### src/rtl/fetch_sequencer.sv
// fetch_sequencer: drives the synchronous instruction memory address, tracks
// the one-cycle read latency, buffers returned words and hands them to decode
// over a valid/ready handshake. Redirects flush all speculative work; halt
// only pauses issue; an out-of-range fetch parks the sequencer in FAULT.
module fetch_sequencer #(
    parameter int RESET_PC   = 0,
    parameter int PC_STEP    = 1,
    parameter int IMEM_WORDS = 32,
    parameter int BUF_DEPTH  = 2
) (
    input  logic        clock,
    input  logic        reset,
    output logic [31:0] imem_addr,
    input  logic [31:0] imem_rdata,
    input  logic        redirect_valid,
    input  logic [31:0] redirect_pc,
    input  logic        halt,
    output logic        out_valid,
    input  logic        out_ready,
    output logic [31:0] out_instr,
    output logic [31:0] out_pc,
    output logic        fetch_fault
);

    localparam int PTR_W = (BUF_DEPTH > 1) ? $clog2(BUF_DEPTH) : 1;
    localparam int CNT_W = $clog2(BUF_DEPTH + 1);
    localparam logic [31:0]      PC_LIMIT = 32'(IMEM_WORDS);
    localparam logic [31:0]      PC_INC   = 32'(PC_STEP);
    localparam logic [CNT_W-1:0] DEPTH_C  = CNT_W'(BUF_DEPTH);
    localparam logic [PTR_W-1:0] LAST_PTR = PTR_W'(BUF_DEPTH - 1);

    typedef enum logic [1:0] {S_RUN, S_HALT, S_FAULT} state_t;

    state_t           state;
    logic [31:0]      fetch_pc;
    logic             vld_p1;
    logic [31:0]      pc_p1;
    logic [31:0]      buf_pc    [BUF_DEPTH];
    logic [31:0]      buf_instr [BUF_DEPTH];
    logic [PTR_W-1:0] rd_ptr;
    logic [PTR_W-1:0] wr_ptr;
    logic [CNT_W-1:0] count;
    logic [CNT_W:0]   occupancy;
    logic             pop;
    logic             push;
    logic             in_range;
    logic             has_room;
    logic             issue;

    function automatic logic [PTR_W-1:0] ptr_next(input logic [PTR_W-1:0] p);
        return (p == LAST_PTR) ? '0 : p + PTR_W'(1);
    endfunction

    assign imem_addr = fetch_pc;
    assign out_valid = (count != '0);
    assign out_instr = out_valid ? buf_instr[rd_ptr] : '0;
    assign out_pc    = out_valid ? buf_pc[rd_ptr]    : '0;

    // Issue decision: room is judged after this cycle's pop and the word already in flight.
    always_comb begin
        pop       = out_valid & out_ready;
        push      = vld_p1 & ~redirect_valid;
        in_range  = (fetch_pc < PC_LIMIT);
        occupancy = {1'b0, count} + (CNT_W+1)'(vld_p1) - (CNT_W+1)'(pop);
        has_room  = (occupancy < {1'b0, DEPTH_C});
        issue     = (state == S_RUN) & ~halt & ~redirect_valid & in_range & has_room;
    end

    // Control: FSM, fetch pointer, in-flight flag and buffer occupancy.
    always_ff @(posedge clock) begin
        if (reset) begin
            state       <= S_RUN;
            fetch_pc    <= 32'(RESET_PC);
            vld_p1      <= 1'b0;
            count       <= '0;
            rd_ptr      <= '0;
            wr_ptr      <= '0;
            fetch_fault <= 1'b0;
        end else if (redirect_valid) begin
            state       <= S_RUN;
            fetch_pc    <= redirect_pc;
            vld_p1      <= 1'b0;
            count       <= '0;
            rd_ptr      <= '0;
            wr_ptr      <= '0;
            fetch_fault <= 1'b0;
        end else begin
            vld_p1 <= issue;
            if (issue)
                fetch_pc <= fetch_pc + PC_INC;
            if (push)
                wr_ptr <= ptr_next(wr_ptr);
            if (pop)
                rd_ptr <= ptr_next(rd_ptr);
            if (push && !pop)
                count <= count + CNT_W'(1);
            else if (pop && !push)
                count <= count - CNT_W'(1);
            case (state)
                S_RUN: begin
                    if (halt)
                        state <= S_HALT;
                    else if (!in_range && has_room) begin
                        state       <= S_FAULT;
                        fetch_fault <= 1'b1;
                    end
                end
                S_HALT: begin
                    if (!halt)
                        state <= S_RUN;
                end
                S_FAULT: state <= S_FAULT;
                default: state <= S_RUN;
            endcase
        end
    end

    // Stage p0 -> p1: remember which address the returning word belongs to.
    always_ff @(posedge clock) begin
        if (issue)
            pc_p1 <= fetch_pc;
    end

    // Stage p1 -> buffer: capture the returned word at the tail.
    always_ff @(posedge clock) begin
        if (push) begin
            buf_pc[wr_ptr]    <= pc_p1;
            buf_instr[wr_ptr] <= imem_rdata;
        end
    end

    // Overflow guard: the issue rule must never allow a push into a full buffer.
    always_ff @(posedge clock) begin
        if (!reset)
            assert (!(push && !pop && (count == DEPTH_C)));
    end

endmodule

### config.mk
export PLATFORM = sky130hd
export DESIGN_NAME = fetch_sequencer
export DESIGN_NICKNAME = d
export VERILOG_FILES = /design/src/rtl/fetch_sequencer.sv
export SDC_FILE = /design/constraint.sdc
export NUM_CORES = 1
export LEC_CHECK = 0
export ABC_AREA = 1
export CAP_MARGIN = 15
export CORE_MARGIN = 8
export CORE_UTILIZATION = 25
export CTS_CLUSTER_SIZE = 25
export DETAILED_ROUTE_END_ITERATION = 16
export GPL_TIMING_DRIVEN = 0
export PLACE_DENSITY = 0.43
export SYNTH_ARGS = -nofsm -noshare
export SYNTH_HDL_FRONTEND = slang
export SYNTH_SLANG_ARGS = --single-unit
### constraint.sdc
create_clock -name clock -period 6.4 [get_ports clock]
set_input_delay 1.28 -clock clock [delete_from_list [all_inputs] [get_ports clock]]
set_output_delay 1.28 -clock clock [all_outputs]
set_load 0.02 [all_outputs]
==> qor.yml <==
cp_slowest_stage_delay_ns: 0.65
dpl-instance-area_um2: 9820
synthAoiAreaFrac: 0.0733
intPower_mw: 2.20
num_rows: 63
post-cts-setup-buffers: 0
grt-ovfl-total: 0
ctsResizeCount: 0
avgSynthCellArea_um2: 12.1
chipArea_um2: 36100
drive_gt1_frac: 0.0787
clk_share: 0.0678
clk-power_mw: 1.24
outcome: "completed"
inv_count: 21
use_met2: 0.189
worst_slack_ns: 2.29
drt_iter0_drc: 196
hold_ws_ns: 0.440
p_seq_mw: 1.43
grt_pass1_vias: 5276
syn_nets: 701
design.seq.count: 201
cts.sinks: 201
buffer_area_frac: 0.179
ir_drop_v: 0.000136
dr_total_vias: 5088
comb_share: 0.165
crit_cells: 5
drt-met1-wl_mm: 9.03
grtUsageMet3: 0.0384
place_inst: 1187
top_cells_by_count: "nand2_1 (186), edfxtp_1 (160), a21oi_1 (101)"
p_comb_frac: 0.047
numSynthFlops: 201
ff_latch_area_um2: 5630
cts_tree: "built"
p_per_area_nw_per_um2: 266
final_nets: 895
ant_nets: 0
finalSetupViolCount: 0
hold_path.startpoint: "pc_p1[19]"
grt_usage: 0.115
clk_pin_slew_worst_paths_ns: 0.06
die_w_um: 190
rsz0062_at_grt: "false"
timing.final.crit_share: 0.642
p_leak_nw: 3.62
insertion_delay_ns: 0.52
yosysUniqueCellTypes: 28
timing_worst_setup_path_type: "reg -> out"
routed-wl-met2_mm: 10.1
synth_area_um2: 7580
buffers: 203
hold_depth: 0
fin_util: 0.354
crit_arrival_ns: 2.83
num-clock-buffers: 24
taps: 390
hold_viol: 0
crit_chain: "clkbuf_1 > clkbuf_1 > nand2_1 > a21oi_1 > clkdlybuf4s50_1"
edf_count: 160
fin_total_pwr_mw: 2.80
worstMarginPinSlew_ns: 0.860
final-comb-area_um2: 1740
reg2reg_to: "pc_p1[8]"
clock.fmax_mhz: 243
mux_share: 0.00132
post-route-drc-count: 0
cts_hold_buf: 0
ys_sh_xor: 0.00347
comb-power_mw: 0.133
top_area_cell: "edfxtp_1"
end_kind: "output pin"
clockBufferDepth: 3
final.min_clock_period_ns: 4.11
routabilityCongestion: 0.739
holdPathEnd: "buf_pc[0][19]"
ios: 167
finalClockSkew_ns: 0.0204
fp.dieH_um: 190
vias_per_cell: 4.14
maxSlewHeadroom: 0.426
hold_class: "reg -> reg"
final_common_cell: "nand2_1"
nFillCells: 2959
warnings: 26
port_buffers: 165
critical_path.slowest_cell: "clkdlybuf4s50_1"
critical_path.top_delay_family: "buffers and inverters"
layers.png
Only two layers are drawn.
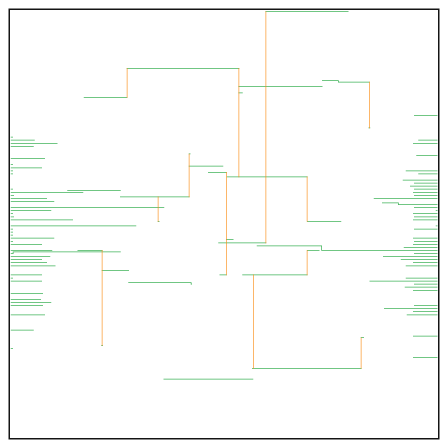
| layer | color | wire length |
|---|---|---|
| M3 | green | 1680 um |
| M4 | orange | 388 um |

m2.png
Scale bar: 50 um.
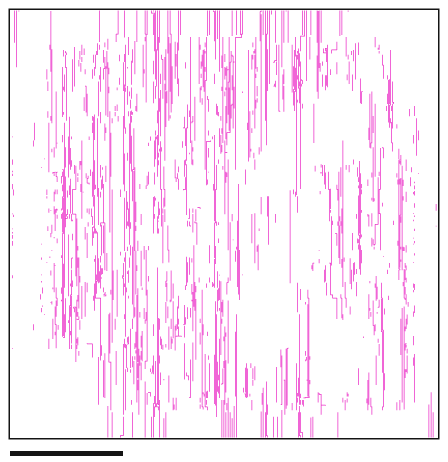
nets with wire on the layer: 671
wire length on this layer: 10100 um
share of all routed wire: 48%
longest straight run: 73.1 um
main direction: vertical

